Figure 1. M1 wires (run 1).
The bar under the picture is 20 um long.
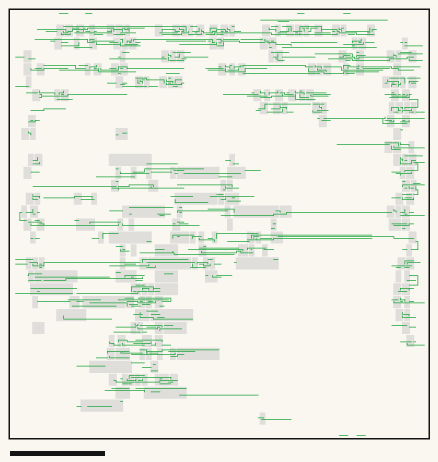
Figure 2. The metal 2 layer (run 1).
The bar under the picture is 20 um long.
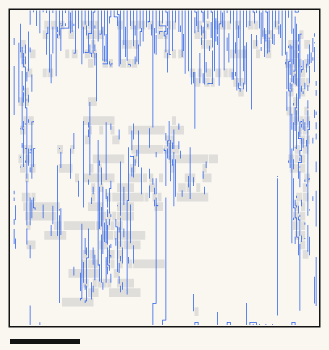
Figure 3. The metal 3 layer (run 1).
The bar under the picture is 20 um long.
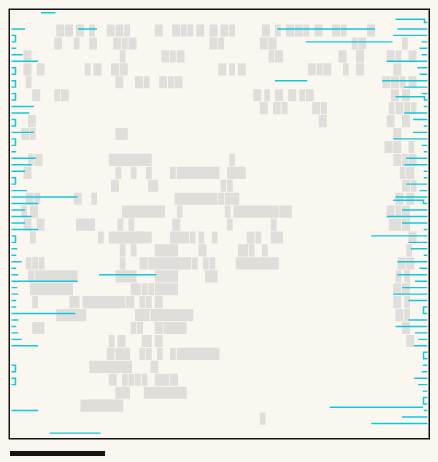
Figure 4. Routing congestion (run 1).
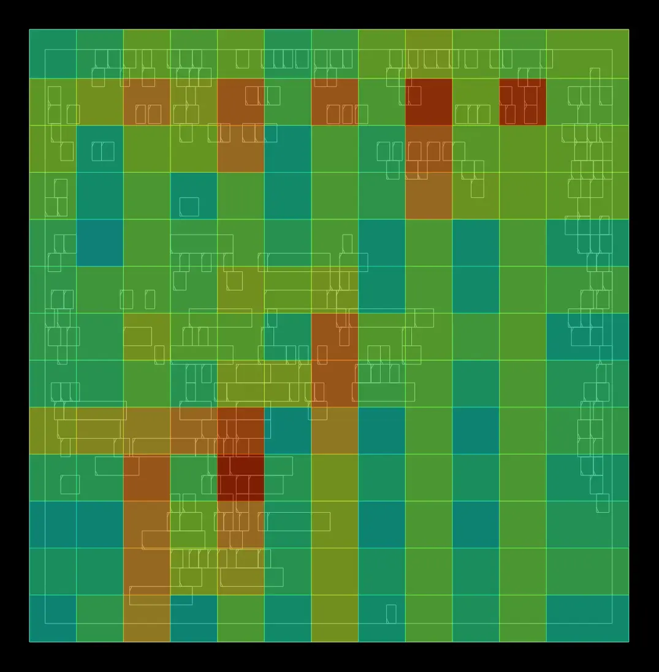
--- src/rtl/rambus_arbiter_if.sv ---
// rambus_arbiter_if: upstream Wishbone master bundle plus the downstream rambus (OpenRAM port B) nets
interface rambus_arbiter_if #(
   parameter int NUM_MASTERS = 2,
   parameter int ADDR_WIDTH  = 10
);
   logic [NUM_MASTERS-1:0]            m_active_i;
   logic [NUM_MASTERS-1:0]            m_cyc_i;
   logic [NUM_MASTERS-1:0]            m_stb_i;
   logic [NUM_MASTERS-1:0]            m_we_i;
   logic [4*NUM_MASTERS-1:0]          m_sel_i;
   logic [ADDR_WIDTH*NUM_MASTERS-1:0] m_adr_i;
   logic [32*NUM_MASTERS-1:0]         m_dat_i;
   logic [NUM_MASTERS-1:0]            m_ack_o;
   logic [NUM_MASTERS-1:0]            m_err_o;
   logic [31:0]                       m_dat_o;
   logic                              rambus_wb_cyc_o;
   logic                              rambus_wb_stb_o;
   logic                              rambus_wb_we_o;
   logic [3:0]                        rambus_wb_sel_o;
   logic [ADDR_WIDTH-1:0]             rambus_wb_adr_o;
   logic [31:0]                       rambus_wb_dat_o;
   logic                              rambus_wb_ack_i;
   logic [31:0]                       rambus_wb_dat_i;
   modport slave (
      input  m_active_i, m_cyc_i, m_stb_i, m_we_i, m_sel_i, m_adr_i, m_dat_i,
      input  rambus_wb_ack_i, rambus_wb_dat_i,
      output m_ack_o, m_err_o, m_dat_o,
      output rambus_wb_cyc_o, rambus_wb_stb_o, rambus_wb_we_o, rambus_wb_sel_o, rambus_wb_adr_o, rambus_wb_dat_o
   );
   modport master (
      output m_active_i, m_cyc_i, m_stb_i, m_we_i, m_sel_i, m_adr_i, m_dat_i,
      output rambus_wb_ack_i, rambus_wb_dat_i,
      input  m_ack_o, m_err_o, m_dat_o,
      input  rambus_wb_cyc_o, rambus_wb_stb_o, rambus_wb_we_o, rambus_wb_sel_o, rambus_wb_adr_o, rambus_wb_dat_o
   );
endinterface

--- src/rtl/rambus_arbiter.sv ---
// rambus_arbiter: round-robin Wishbone arbiter sharing OpenRAM port B between gated masters, with bus timeout
module rambus_arbiter #(
   parameter int NUM_MASTERS    = 2,
   parameter int ADDR_WIDTH     = 10,
   parameter int TIMEOUT_CYCLES = 64
) (
   input logic            wb_clk_i,
   input logic            wb_rst_i,
   rambus_arbiter_if.slave bus
);
   localparam int IW = NUM_MASTERS > 1 ? $clog2(NUM_MASTERS) : 1;
   localparam int KW = IW + 1;
   typedef enum logic [1:0] {IDLE, BUS, RELEASE} state_t;
   state_t                 state_q, state_d;
   logic [IW-1:0]          g_q, g_d, ptr_q, ptr_d, pick, nxt;
   logic [KW-1:0]          k;
   logic [7:0]             cnt_q, cnt_d;
   logic [NUM_MASTERS-1:0] err_q, err_d, blk_q, blk_d, elig;
   logic                   found, in_bus, stb, ack, timeout;
   logic                   g_cyc, g_stb, g_act, g_we;
   logic [3:0]             g_sel;
   logic [ADDR_WIDTH-1:0]  g_adr;
   logic [31:0]            g_dat;
   assign elig    = bus.m_cyc_i & bus.m_active_i & ~blk_q;
   assign in_bus  = state_q == BUS;
   assign ack     = bus.rambus_wb_ack_i;
   assign stb     = in_bus & g_stb & g_act;
   assign timeout = stb & ~ack & (cnt_q == 8'(TIMEOUT_CYCLES - 1));
   assign nxt     = g_q == IW'(NUM_MASTERS - 1) ? '0 : g_q + 1'b1;
   always_comb begin
      g_cyc = 1'b0;
      g_stb = 1'b0;
      g_act = 1'b0;
      g_we  = 1'b0;
      g_sel = '0;
      g_adr = '0;
      g_dat = '0;
      for (int i = 0; i < NUM_MASTERS; i++)
         if (g_q == IW'(i)) begin
            g_cyc = bus.m_cyc_i[i];
            g_stb = bus.m_stb_i[i];
            g_act = bus.m_active_i[i];
            g_we  = bus.m_we_i[i];
            g_sel = bus.m_sel_i[4*i +: 4];
            g_adr = bus.m_adr_i[ADDR_WIDTH*i +: ADDR_WIDTH];
            g_dat = bus.m_dat_i[32*i +: 32];
         end
   end
   // scan from the highest offset down so the candidate nearest ptr wins
   always_comb begin
      found = 1'b0;
      pick  = ptr_q;
      k     = '0;
      for (int i = NUM_MASTERS - 1; i >= 0; i--) begin
         k = KW'(ptr_q) + KW'(i);
         k = k >= KW'(NUM_MASTERS) ? k - KW'(NUM_MASTERS) : k;
         if (elig[k[IW-1:0]]) begin
            found = 1'b1;
            pick  = k[IW-1:0];
         end
      end
   end
   // a timed-out master stays blocked until its cyc has been seen low at an edge
   always_comb begin
      state_d = state_q;
      g_d     = g_q;
      ptr_d   = ptr_q;
      cnt_d   = '0;
      err_d   = '0;
      blk_d   = blk_q & bus.m_cyc_i;
      case (state_q)
         IDLE: begin
            state_d = found ? BUS : IDLE;
            g_d     = found ? pick : g_q;
         end
         BUS: begin
            cnt_d = stb & ~ack ? cnt_q + 8'd1 : '0;
            if (timeout | ~g_cyc | ~g_act) begin
               state_d = RELEASE;
               ptr_d   = nxt;
               cnt_d   = '0;
            end
            if (timeout) begin
               err_d[g_q] = 1'b1;
               blk_d[g_q] = 1'b1;
            end
         end
         default: state_d = IDLE;
      endcase
   end
   always_ff @(posedge wb_clk_i or posedge wb_rst_i)
      if (wb_rst_i) begin
         state_q <= IDLE;
         g_q     <= '0;
         ptr_q   <= '0;
         cnt_q   <= '0;
         err_q   <= '0;
         blk_q   <= '0;
      end else begin
         state_q <= state_d;
         g_q     <= g_d;
         ptr_q   <= ptr_d;
         cnt_q   <= cnt_d;
         err_q   <= err_d;
         blk_q   <= blk_d;
      end
   assign bus.rambus_wb_cyc_o = in_bus;
   assign bus.rambus_wb_stb_o = stb;
   assign bus.rambus_wb_we_o  = in_bus & g_we;
   assign bus.rambus_wb_sel_o = in_bus ? g_sel : '0;
   assign bus.rambus_wb_adr_o = in_bus ? g_adr : '0;
   assign bus.rambus_wb_dat_o = in_bus ? g_dat : '0;
   assign bus.m_ack_o         = in_bus ? NUM_MASTERS'(ack) << g_q : '0;
   assign bus.m_err_o         = err_q;
   assign bus.m_dat_o         = bus.rambus_wb_dat_i;
endmodule

--- src/flat_wrapper.sv ---
// flat-port wrapper written by rule: the top's interface ports become plain ports
module rambus_arbiter_flat 
#(
   parameter int NUM_MASTERS    = 2,
   parameter int ADDR_WIDTH     = 10,
   parameter int TIMEOUT_CYCLES = 64
)
  (wb_clk_i, wb_rst_i, bus_m_active_i, bus_m_cyc_i, bus_m_stb_i, bus_m_we_i, bus_m_sel_i, bus_m_adr_i, bus_m_dat_i, bus_rambus_wb_ack_i, bus_rambus_wb_dat_i, bus_m_ack_o, bus_m_err_o, bus_m_dat_o, bus_rambus_wb_cyc_o, bus_rambus_wb_stb_o, bus_rambus_wb_we_o, bus_rambus_wb_sel_o, bus_rambus_wb_adr_o, bus_rambus_wb_dat_o);
  rambus_arbiter_if #(.NUM_MASTERS(NUM_MASTERS), .ADDR_WIDTH(ADDR_WIDTH)) bus_i ();
  input logic wb_clk_i;
  input logic wb_rst_i;
  input wire logic [$bits(bus_i.m_active_i)-1:0] bus_m_active_i;
  input wire logic [$bits(bus_i.m_cyc_i)-1:0] bus_m_cyc_i;
  input wire logic [$bits(bus_i.m_stb_i)-1:0] bus_m_stb_i;
  input wire logic [$bits(bus_i.m_we_i)-1:0] bus_m_we_i;
  input wire logic [$bits(bus_i.m_sel_i)-1:0] bus_m_sel_i;
  input wire logic [$bits(bus_i.m_adr_i)-1:0] bus_m_adr_i;
  input wire logic [$bits(bus_i.m_dat_i)-1:0] bus_m_dat_i;
  input wire logic [$bits(bus_i.rambus_wb_ack_i)-1:0] bus_rambus_wb_ack_i;
  input wire logic [$bits(bus_i.rambus_wb_dat_i)-1:0] bus_rambus_wb_dat_i;
  output wire logic [$bits(bus_i.m_ack_o)-1:0] bus_m_ack_o;
  output wire logic [$bits(bus_i.m_err_o)-1:0] bus_m_err_o;
  output wire logic [$bits(bus_i.m_dat_o)-1:0] bus_m_dat_o;
  output wire logic [$bits(bus_i.rambus_wb_cyc_o)-1:0] bus_rambus_wb_cyc_o;
  output wire logic [$bits(bus_i.rambus_wb_stb_o)-1:0] bus_rambus_wb_stb_o;
  output wire logic [$bits(bus_i.rambus_wb_we_o)-1:0] bus_rambus_wb_we_o;
  output wire logic [$bits(bus_i.rambus_wb_sel_o)-1:0] bus_rambus_wb_sel_o;
  output wire logic [$bits(bus_i.rambus_wb_adr_o)-1:0] bus_rambus_wb_adr_o;
  output wire logic [$bits(bus_i.rambus_wb_dat_o)-1:0] bus_rambus_wb_dat_o;
  assign bus_i.m_active_i = bus_m_active_i;
  assign bus_i.m_cyc_i = bus_m_cyc_i;
  assign bus_i.m_stb_i = bus_m_stb_i;
  assign bus_i.m_we_i = bus_m_we_i;
  assign bus_i.m_sel_i = bus_m_sel_i;
  assign bus_i.m_adr_i = bus_m_adr_i;
  assign bus_i.m_dat_i = bus_m_dat_i;
  assign bus_i.rambus_wb_ack_i = bus_rambus_wb_ack_i;
  assign bus_i.rambus_wb_dat_i = bus_rambus_wb_dat_i;
  assign bus_m_ack_o = bus_i.m_ack_o;
  assign bus_m_err_o = bus_i.m_err_o;
  assign bus_m_dat_o = bus_i.m_dat_o;
  assign bus_rambus_wb_cyc_o = bus_i.rambus_wb_cyc_o;
  assign bus_rambus_wb_stb_o = bus_i.rambus_wb_stb_o;
  assign bus_rambus_wb_we_o = bus_i.rambus_wb_we_o;
  assign bus_rambus_wb_sel_o = bus_i.rambus_wb_sel_o;
  assign bus_rambus_wb_adr_o = bus_i.rambus_wb_adr_o;
  assign bus_rambus_wb_dat_o = bus_i.rambus_wb_dat_o;
  rambus_arbiter #(.NUM_MASTERS(NUM_MASTERS), .ADDR_WIDTH(ADDR_WIDTH), .TIMEOUT_CYCLES(TIMEOUT_CYCLES)) u_core (.wb_clk_i(wb_clk_i), .wb_rst_i(wb_rst_i), .bus(bus_i));
endmodule
--- config.mk ---
export PLATFORM = sky130hd
export DESIGN_NAME = rambus_arbiter_flat
export DESIGN_NICKNAME = d
export VERILOG_FILES = /design/src/rtl/rambus_arbiter_if.sv /design/src/rtl/rambus_arbiter.sv /design/src/flat_wrapper.sv
export SDC_FILE = /design/constraint.sdc
export NUM_CORES = 1
export LEC_CHECK = 0
export ABC_AREA = 1
export CORE_AREA = 2 2 86 88
export DETAILED_ROUTE_END_ITERATION = 10
export DIE_AREA = 0 0 88 90
export DONT_BUFFER_PORTS = 1
export PLACE_DENSITY = 0.37
export SYNTH_ARGS = -nofsm -noshare
export SYNTH_HDL_FRONTEND = slang
export SYNTH_SLANG_ARGS = --single-unit
--- constraint.sdc ---
create_clock -name wb_clk_i -period 4.5 [get_ports wb_clk_i]
set_clock_uncertainty 0.2 [all_clocks]
set_input_delay 0.45 -clock wb_clk_i [delete_from_list [all_inputs] [get_ports wb_clk_i]]
set_output_delay 0.45 -clock wb_clk_i [all_outputs]
set_load 0.05 [all_outputs]
==> git commit body, run 1 <==
Refresh implementation metrics

- Via count of the first global-routing pass: 1,489
- Clock sinks: 16
* Max rail drop VDD: a little under 0.2 mV
- The number of antenna violations at the first check in global routing was 0.
- Of the total power, combinational logic draws 78.7%.
- Most instantiated logic cells after routing: 100 x nand3_1, 71 x nand2_1, 15 x dfrtp_1, 14 x nor2_1, 12 x inv_1
- Total cell area reported by yosys after synthesis: 1790 sq um
- Per the timing report, the most critical flop-to-flop path finishes at u_core.ptr_q.
- Crit path cell chain: nor2_4 -> buf_4 -> nand3_1 -> nand2_1
- Sw Ratio: 73.8%
- Crit path max-delay cell type: nor2_4
* Bufs on Longest Clock Path: 2
- Main logic family: simple AND/OR/NAND/NOR gates
- Worst Slack Setup Final: approximately 1500 ps
- The most critical setup path has its endpoint at bus_rambus_wb_adr_o[1].
- Category of the worst setup path capture point: output pin
- Per the layout report, the design carries 813 filler cells.
* Port-buffer cells: 0
- Status: complete, but fails checks
- The detail route stage leaves a number of antenna-violating nets equal to 0.
* Number of vias per cell: 4.95
- Global-route wire length before repair: about 7400 um
* Yosys warning total: 0
- The checks that failed: hold timing.
* Synth Register Bits: 16
- Per the summary, power density relative to cell area is 858 nW/um^2.
* Worst slack on hold paths: -25.8 ps
- Register-to-register setup slack: around 2000 ps
* Internal power consumption: 376 uW
- Weighted congestion at the end of routability-driven global placement: 0.691
* Die footprint: 7920 sq um
* Number of nets in the finished design: 384
* Simple share: 51.7%
* Buf+Inv Stages, Crit Path: 1
* Placement-stage worst setup slack: 1760 ps
* Placed cell area: around 1600 sq um
- The iteration count recorded for the first detailed-route pass is 4.
* Number of ports placed on the die boundary: around 220
- Clock network fraction of total power: 9.1%
- The horizontal die dimension reported for this design is 88 um.
- Summing every instance area after synthesis gives approximately 1800 sq um.
* Final tally of hold violations: 16
About Figure 1:
The layer holds 39% of the routed length. The layer carries 2,050 um of wire.
total detailed-routing wirelength: 5210 um
global-route met1 utilization: 13.1%
count of vias placed by the detailed router: 1,712

About Figure 2:
288 nets have wire on it. The layer holds 50% of the routed length. The longest straight run is 38.9 um.
met2 Usage GRT: 21.5%

About Figure 3:
The longest straight run is 20.2 um. 102 nets have wire on it. The layer holds 8.9% of the routed length.

About Figure 4:
layer carrying the most global-route usage: met2
final design utilization: 23.8%
global router's overall resource usage: 11.6%
routed length per placed instance: 15.1 um
global-route met3 utilization: 2.02%

## run 1: sequential cells by signal (all words and copies together), names as in the netlist
name,flops
u_core.blk_q,2
u_core.bus.m_err_o,2
u_core.cnt_q,8
u_core.g_q,1
u_core.ptr_q,1
u_core.state_q,2
## run 1: cells by family (layout without fill, tap and decap cells)
group | Yosys count | in the layout
xor+xnor | 4 | 4
fa+ha+maj | 1 | 1
simple gates | 200 | 200
compound gates | 5 | 5
flops | 16 | 16
buf+inv | 66 | 21
## run 1: cells in the mapped netlist (all sizes together)
master | instances | share of area, %
nand3 | 101 | 29
nand2 | 74 | 16
buf | 49 | 18
dfrtp | 16 | 22
nor2 | 16 | 3.8
inv | 12 | 2.5
nor3 | 6 | 1.7
clkbuf | 5 | 1.0
o21ai | 3 | 0.84
xnor2 | 2 | 0.98
xor2 | 2 | 0.98
and3 | 1 | 0.35
ha | 1 | 0.70
nand3b | 1 | 0.42
nand4 | 1 | 0.35
o22ai | 1 | 0.35
o41ai | 1 | 0.49
## run 1: metrics by stage
stage               total power [uW]  hold slack, ps
finish                          1440           -25.8
global route                    1530            47.3
CTS                             1450            15.1
detailed placement              1320             256
global placement                1320             258
floorplan                       1310             164
## run 1: layout make-up
type,count,area share [%]
multi-input combinational,210,60.4
sequential,16,24.0
tap,99,7.40
clock buffer,4,3.29
inverter,12,2.69
timing repair buffer,5,2.24
## run 1: power by group through the flow
stage / combinational [uW] / sequential (uW) / clock [uW]
floorplan: 1130 / 173 / 0
global placement: 1140 / 179 / 0
detailed placement: 1140 / 179 / 0
CTS: 1140 / 176 / 134
global route: 1210 / 178 / 141
finish: 1130 / 176 / 131
## run 1: metal layers
metal  wire length [um]  share of wire (%)
met1               2050                 39
met2               2620                 50
met5                  0                  0
met3                461                8.8
met4                 79                1.5
## Run 2: what changed since run 1
PLACE_DENSITY = 0.38   (was 0.37)
clock period = 2.4 ns   (was 4.5 ns; I/O delays follow)
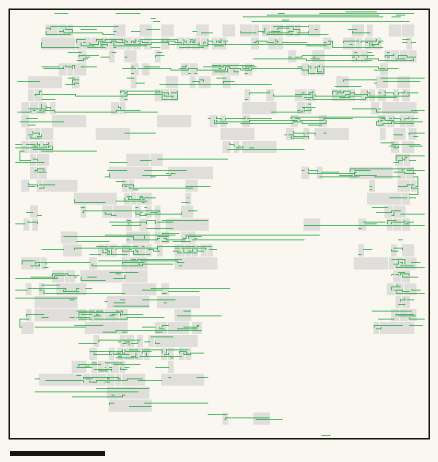
Figure 5: run 2, M1 wires.
The bar under the picture is 20 um long.
323 nets have wire on it. The longest straight run is 33.1 um.

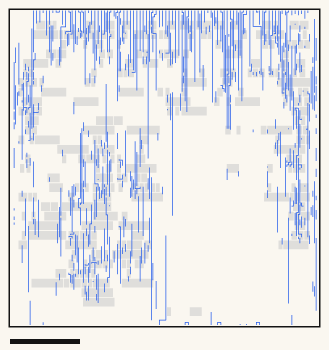
Figure 6: run 2, the metal 2 layer.
The bar under the picture is 20 um long.
The layer carries 2,790 um of wire. The longest straight run is 40.6 um. The layer holds 49% of the routed length. 326 nets have wire on it.
total detailed-routing wirelength: 5760 um
met2 Usage GRT: 23.4%
count of vias placed by the detailed router: 1,905

==> run 2 against run 1 <==
Effect of this change: the run now ends clean; total power rose by 140%; die area did not move; register-to-register slack got worse by 1300 ps; first-iteration DRC count rose by 38%.
==> git commit body, run 2 <==
Refresh implementation metrics

* Pwr/cell area: 1510 nW/um^2 (+76%)
- The count of final hold-check violations was 0 (-16).
- In the post-synthesis netlist, the cell with the most instances is nand3_1.
- The area share of the largest cell type after synthesis came to 28.0% (unchanged).
* Total cell area reported by yosys after synthesis: 1790 sq um (unchanged)
* Placed cell area: 2190 sq um (+35%)
- Yosys warning total: 0 (unchanged)
- Total standard cell area after synthesis: 1790 sq um (unchanged)
- The global-route wire length before repair was 8420 um (+14%).
* Via count of the first global-routing pass: 1,695 (+14%)
* Weighted congestion at the end of routability-driven global placement: 0.726 (+5.0%)
- Number of vias per cell: 4.77 (-3.5%)
- Number of nets in the finished design: 437 (+14%)
- Synth Register Bits: 16 (unchanged)
- Top post-synthesis cells by count: 100 x nand3_1, 71 x nand2_1, 33 x buf_4, 16 x dfrtp_1, 15 x nor2_1
* Max rail drop VDD: 0.585 mV (+200%)
* Routed length per placed instance: 14.4 um (-4.3%)
- Worst slack on hold paths: 85.9 ps (+112 ps)
- The number of synthesized flops with an enable pin is 0 (unchanged).
- The flow ran to the end, and the final reports show no timing, DRC or antenna violations.
-- run 2: critical path: stages (launching register included) --
cell and delay, ps:
dfrtp_1 420, nor2_4 220, buf_12 370, nand3_1 150, nand2_1 130, buf_12 140
-- run 2: final cells by class --
class	instances	area, sq um	area share (%)
multi-input cells	210	1010	44.3
repair buffers	58	646	28.3
flip-flops and latches	16	402	17.6
well taps	99	124	5.43
clock buffers	4	55.1	2.41
inverters	12	45.0	1.97
-- run 2: kinds of logic (layout without fill, tap and decap cells) --
logic type	count (synthesis)	count (layout)	synth area share (%)
AOI/OAI and AO/OA	5	5	1.68
xor gates and xnor gates	4	4	1.96
adders and majority gates	1	1	0.699
buffers and inverters	66	74	21.6
DFF	16	16	22.4
and+or+nand+nor	200	200	51.7
-- run 2: timing repair --
item | in CTS | in global routing
buffers inserted | 0 | 0
hold buffers | 4 | 0
setup endpoints to repair | 0 | 0
endpoints found under the hold margin | 19 | 0
-- run 2: path summary, 6_finish.rpt --
check / start / slack, ps / end / depth (start not counted)
max: u_core.state_q[1] / 230 / bus_rambus_wb_adr_o[7] / 5
min: bus_rambus_wb_ack_i / 90 / u_core.bus.m_err_o[0] / 3
max reg2reg: u_core.cnt_q[0] / 650 / u_core.ptr_q / 10
min reg2reg: u_core.cnt_q[0] / 270 / u_core.cnt_q[0] / 1
max in group asynchronous: wb_rst_i / 1230 / u_core.g_q / 2
min in group asynchronous: wb_rst_i / 320 / u_core.cnt_q[3] / 2
-- run 2: power by group --
group / leakage (uW) / internal, uW / switching (uW) / total, uW
clock: 0.0000288 / 146 / 94.5 / 240
sequential: 0.000217 / 305 / 25.2 / 330
combinational: 0.000917 / 878 / 2000 / 2880
-- run 2: layer usage --
layer,vias up,GRT usage [%]
met3,17,2.02
met1,847,15.7
met5,-,0
met4,0,6.03
met2,94,23.4
li1,947,-
## Run 3: what changed since run 2
GPL_ROUTABILITY_DRIVEN = 1   (was default)
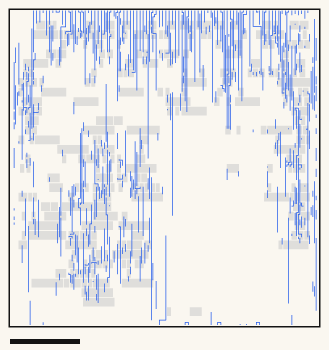
Figure 7: run 3, the metal 2 layer.
The bar under the picture is 20 um long.
The wires run mostly vertical. The layer carries 2,790 um of wire. The layer holds 49% of the routed length. The longest straight run is 40.6 um. 326 nets have wire on it.

==> run 3 against run 2 <==
Effect of this change: setup slack did not move; critical path depth did not move; sequential power barely moved; first-iteration DRC count did not move; utilization did not move; combinational power barely moved; fmax did not move; register-to-register slack barely moved; cell area did not move.
==> git commit body, run 3 <==
Refresh implementation metrics

- Status: completed
- The number of warnings reported in the yosys synthesis log is 0 (unchanged).
* Weighted congestion at the end of routability-driven global placement: 0.726 (unchanged)
- Synthesis produced a netlist with a net count of roughly 430.
* Longest individual stage delay on the worst path: 420 ps (about the same)
- The global-route wire length before repair was 8420 um (unchanged).
- STA classifies the critical path startpoint as a flop.
* Area share of xor/xnor cells in the synthesized design: 1.96% (unchanged)
* End point of the most critical hold path: u_core.bus.m_err_o[0]
- Crit path cell chain: nor2_4 -> buf_12 -> nand3_1 -> nand2_1 -> buf_12
- Pwr/cell area: 1510 nW/um^2 (unchanged)
- The overall routed net length was 5760 um (unchanged).
- For the worst reg-to-reg path, the endpoint reported by OpenROAD is u_core.ptr_q.
* Most instantiated logic cells after routing: 100 x nand3_1, 71 x nand2_1, 38 x buf_4, 16 x buf_12, 15 x dfrtp_1
- Port-buffer cells: 0
* Register-to-register setup slack: 650 ps (about the same)
* Placed cell area: 2190 sq um (unchanged)
- In this run the worst setup path begins at u_core.state_q[1].
- Buf+Inv Stages, Crit Path: 2 (unchanged)
- Number of vias per cell: 4.77 (unchanged)
- Crit path max-delay cell type: dfrtp_1
- The length in cells of the worst reg-to-reg path was 10 (unchanged).
* Routed length per placed instance: 14.4 um (unchanged)
- According to the timing report, the critical path is captured at bus_rambus_wb_adr_o[7].
- Max-cap violations: 0
- The synthesis-stage register bit count was 16 (unchanged).
- Top post-synthesis cells by count: 100 x nand3_1, 71 x nand2_1, 33 x buf_4, 16 x dfrtp_1, 15 x nor2_1
- Synth unique cells: 24
* Insertion delay of the later-clocked pin in the worst-skew pair: 250 ps
* Number of nets in the finished design: 437 (unchanged)
- Adder-cell area share of the yosys netlist: 0.699% (unchanged)
- The area fraction in mux cells was 0% (unchanged).
- By instance count, the cell type seen most on the critical path is buf_12.
- The synthesized-area fraction occupied by ao, oa, aoi and oai cells came to 1.68% (unchanged).
- Launch point of the worst reg-to-reg path: u_core.cnt_q[0]
- Top cell type by instance count after synthesis: nand3_1
- Among the non-sequential cells, simple AND/OR/NAND/NOR gates take the most area.
- Of all flip-flops after synthesis, the portion carrying an async set or reset was 100%.
- Total cell area reported by yosys after synthesis: 1790 sq um (unchanged)
- The largest voltage drop on the vdd net came to 0.585 mV (unchanged).
- Total standard cell area after synthesis: 1790 sq um (unchanged)
* Cell depth of the worst min-delay path: 3 (unchanged)
- Max FFs per register: 8
* Dominant delay contributor by cell family on the critical path: buffers and inverters
- The worst hold path begins at bus_rambus_wb_ack_i.
- Timing would allow up to 0.460 GHz.
* Count of vias placed by the detailed router: 1,905 (unchanged)
* Final tally of hold violations: 0 (unchanged)
- According to the hold report, the worst path is of the input port to flop type.
- Post-synth tally of flip-flops with integrated enable: 0 (unchanged)
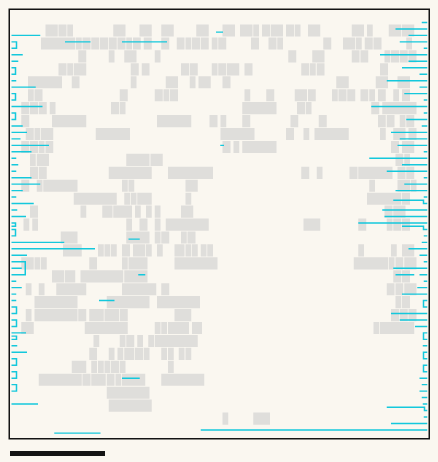
Figure 8: run 3, the metal 3 layer.
The bar under the picture is 20 um long.
The layer holds 8.3% of the routed length. The longest straight run is 47.4 um. 104 nets have wire on it. The wires run mostly horizontal.

run 3: cell counts in the layout (fill, tap and decap cells not counted):
No cell type changed its count.
run 3: logic make-up (layout without fill, tap and decap cells):
logic type,after synthesis,in the layout
buffers and inverters,66,74
XOR/XNOR,4,4
AND/OR/NAND/NOR,200,200
flip-flops,16,16
adder cells (fa/ha/maj),1,1
AND-OR/OR-AND,5,5
run 3: through the flow:
| stage | power [uW] | hold slack (ps) | instances | util, % |
|---|---|---|---|---|
| final | 3450 | 85.9 | 399 | 32.5 |
| after global routing | 3660 | 95.6 | 399 | 32.5 |
| after CTS | 3470 | 84.0 | 399 | 32.5 |
| after detailed placement | 3230 | 58.3 | 391 | 31.2 |
| after global placement | 3220 | 60.5 | 391 | 31.2 |
| after floorplan | 2450 | -46.3 | 292 | - |
run 3: worst min-delay path, stage by stage:
cell	delay [ps]
inv_1	80
nand3_4	140
nor2_1	40
run 3: layout make-up:
class | instances | area, sq um | share of cell area, %
well taps | 99 | 124 | 5.43
multi-input cells | 210 | 1010 | 44.3
inverters | 12 | 45.0 | 1.97
flip-flops and latches | 16 | 402 | 17.6
repair buffers | 58 | 646 | 28.3
clock buffers | 4 | 55.1 | 2.41
run 3: power by group:
group	internal, uW	leakage [uW]	switching, uW
Sequential	305	0.000217	25.2
Combinational	878	0.000917	2000
Clock	146	0.0000288	94.5
Total	1330	0.00116	2120
run 3: what timing repair did:
item	4_1_cts	5_1_grt
endpoints found under the hold margin	19	0
buffers inserted	0	0
hold buffers	4	0
run 3: routing by layer:
| metal | vias to the layer above | global-route usage, % | wire (um) |
|---|---|---|---|
| met5 | - | 0 | 0 |
| li1 | 947 | - | - |
| met4 | 0 | 6.03 | 173 |
| met2 | 94 | 23.4 | 2790 |
| met3 | 17 | 2.02 | 479 |
| met1 | 847 | 15.7 | 2310 |
Power figures rest on the tool's default switching activity, not on a simulated workload.
